`src/rtl/mem_arbiter.sv`:
```
// mem_arbiter: three-port (debug/data/fetch) arbiter in front of a single-port 256x8 RAM.
//   clk, rst                 clock and asynchronous active-high reset
//   req, we, addr, wdata     per-port requests; port n uses bit n and byte [8n+7:8n]
//   gnt                      one-hot or zero combinational grant
//   rvalid, rdata            registered per-port read strobe and shared read data
//   mem_en, mem_we, mem_addr, mem_wdata, mem_rdata   RAM side (1-cycle read latency)
//   starved                  fetch currently holds promoted priority
module mem_arbiter #(
    parameter int STARVE_LIMIT = 4
) (
    input  logic        clk,
    input  logic        rst,
    input  logic [2:0]  req,
    input  logic [2:0]  we,
    input  logic [23:0] addr,
    input  logic [23:0] wdata,
    output logic [2:0]  gnt,
    output logic [2:0]  rvalid,
    output logic [7:0]  rdata,
    output logic        mem_en,
    output logic        mem_we,
    output logic [7:0]  mem_addr,
    output logic [7:0]  mem_wdata,
    input  logic [7:0]  mem_rdata,
    output logic        starved
);
    logic [2:0] cnt;
    assign starved = cnt == 3'(STARVE_LIMIT);
    always_comb begin
        // debug always wins; a starved fetch jumps ahead of data
        gnt = rst ? 3'b000 :
              req[0] ? 3'b001 :
              (starved && req[2]) ? 3'b100 :
              req[1] ? 3'b010 :
              req[2] ? 3'b100 : 3'b000;
        mem_en    = |gnt;
        mem_we    = |(gnt & we);
        mem_addr  = gnt[2] ? addr[23:16] : gnt[1] ? addr[15:8] : gnt[0] ? addr[7:0] : 8'h00;
        mem_wdata = gnt[2] ? wdata[23:16] : gnt[1] ? wdata[15:8] : gnt[0] ? wdata[7:0] : 8'h00;
        rdata     = |rvalid ? mem_rdata : 8'h00;
    end
    always_ff @(posedge clk or posedge rst) begin
        if (rst) begin
            cnt    <= 3'd0;
            rvalid <= 3'b000;
        end else begin
            rvalid <= gnt & ~we;
            cnt    <= (!req[2] || gnt[2]) ? 3'd0 : starved ? cnt : cnt + 3'd1;
        end
    end
endmodule
```
`config.mk`:
```
export PLATFORM = sky130hd
export DESIGN_NAME = mem_arbiter
export DESIGN_NICKNAME = d
export VERILOG_FILES = /design/src/rtl/mem_arbiter.sv
export SDC_FILE = /design/constraint.sdc
export NUM_CORES = 1
export LEC_CHECK = 0
export ABC_CLOCK_PERIOD_IN_PS = 3250
export CORE_UTILIZATION = 29
export CTS_CLUSTER_DIAMETER = 200
export DETAILED_ROUTE_END_ITERATION = 16
export GPL_TIMING_DRIVEN = 0
export PLACE_DENSITY = 0.93
export SYNTH_ARGS = -nofsm -noshare
export SYNTH_HDL_FRONTEND = slang
export SYNTH_SLANG_ARGS = --single-unit
```
`constraint.sdc`:
```
create_clock -name clk -period 3.25 [get_ports clk]
set_input_delay 0.65 -clock clk [delete_from_list [all_inputs] [get_ports clk]]
set_output_delay 0.65 -clock clk [all_outputs]
set_load 0.01 [all_outputs]
```
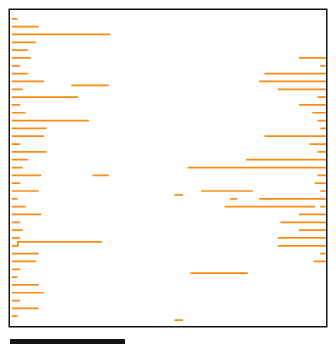
(images/m3.png)
The bar under the picture is 20 um long.
wire length on this layer: 347 um
longest straight run: 23.7 um
share of all routed wire: 11%
main direction: horizontal
total wire length: 3243 um
GR Util met3: 4.645%

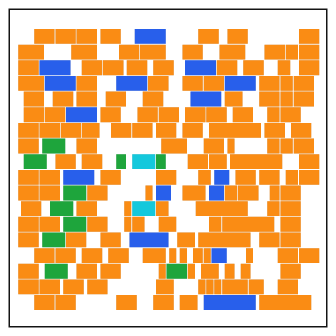
(images/sizing.png)
[cyan] x6 and larger | cells: 2 | share: 1.1%
[blue] x3 and x4 | cells: 15 | share: 8.2%
[green] x2 | cells: 10 | share: 5.5%
[orange] x1 and smaller | cells: 156 | share: 85%
area grow syn2layout: 130.7%
fin worst setup slack: 0.1184 ns
bufs w/o clock: 103
final instance area: 0.001873 sq mm

[registers in the layout, indices dropped and copies added, names as in the netlist]
register	flops
cnt	3
rvalid	3
[tightest hold or removal path: cells and delay by family (launching register included)]
kind | cells | cell delay [ns]
and+or+nand+nor | 1 | 0.06
DFF | 1 | 0.37
AOI/OAI and AO/OA | 1 | 0.05
[cells by family after synthesis]
family / share of synthesized area (%)
buf+inv: 8.012
flops: 18.49
simple gates: 16.95
fa+ha+maj: 3.081
mux: 26.35
compound gates: 27.12
[stage by stage]
stage / util, % / instances
after global routing: 72.95 / 213
after floorplan: - / 83
after CTS: 71.98 / 213
final: 72.95 / 213
after global placement: 70.52 / 209
after detailed placement: 70.52 / 209
==> metrics.yaml <==
r2r-end: "cnt[1]"
grt_overflow: 0
p_clk_w: 0.0000671
num_vias: 1107
status: "finished clean"
cts_setup_buffers: 1
pg_comb_w: 0.000218
setup-tns-final_ns: 0
rsz0062_at_grt: "no"
seqCellArea_sq_um: 150.1
crit_arrival_ns: 2.48
drv_cap: 0
r2r-start: "cnt[0]"
holdPathStages: 2
ys_cells: 83
tritoncts: "built"
cts_root_buf: "clkbuf_4"
critical-path-max-stage-delay_ns: 0.53
critPathLaunch: "req[1]"
power_leader: "combinational logic"
die_x_um: 54.92
switchingPower_w: 0.0001015
drt_first_pass_iters: 6
critPathTopFamily: "buffers and inverters"
fin_nets: 251
p_leak_nw: 0.8684
hold_class: "reg2reg"
wl_met2_um: 1681
yosys_warnings: 0
finalMaxSlewViolations: 0
top_usage_layer: "met2"
wl_met1_um: 1167
grt_pass1_vias: 1091
switching_share_pct: 27.51
fp-row-count: 18
clock_skew_ns: 0.002081
diodes: 0
clk_pin_slew_ns: 0.04
warnings: 27
synth_cell_types: 25
clock.fmax_mhz: 319.3
lay_top_count: "clkdlybuf4s50_1"
ant_nets: 0
final_layout_size_suffix_gt1_share_pct: 14.75
hold_viol: 0
via_per_inst: 5.197
avgSynthCellArea_sq_um: 9.783
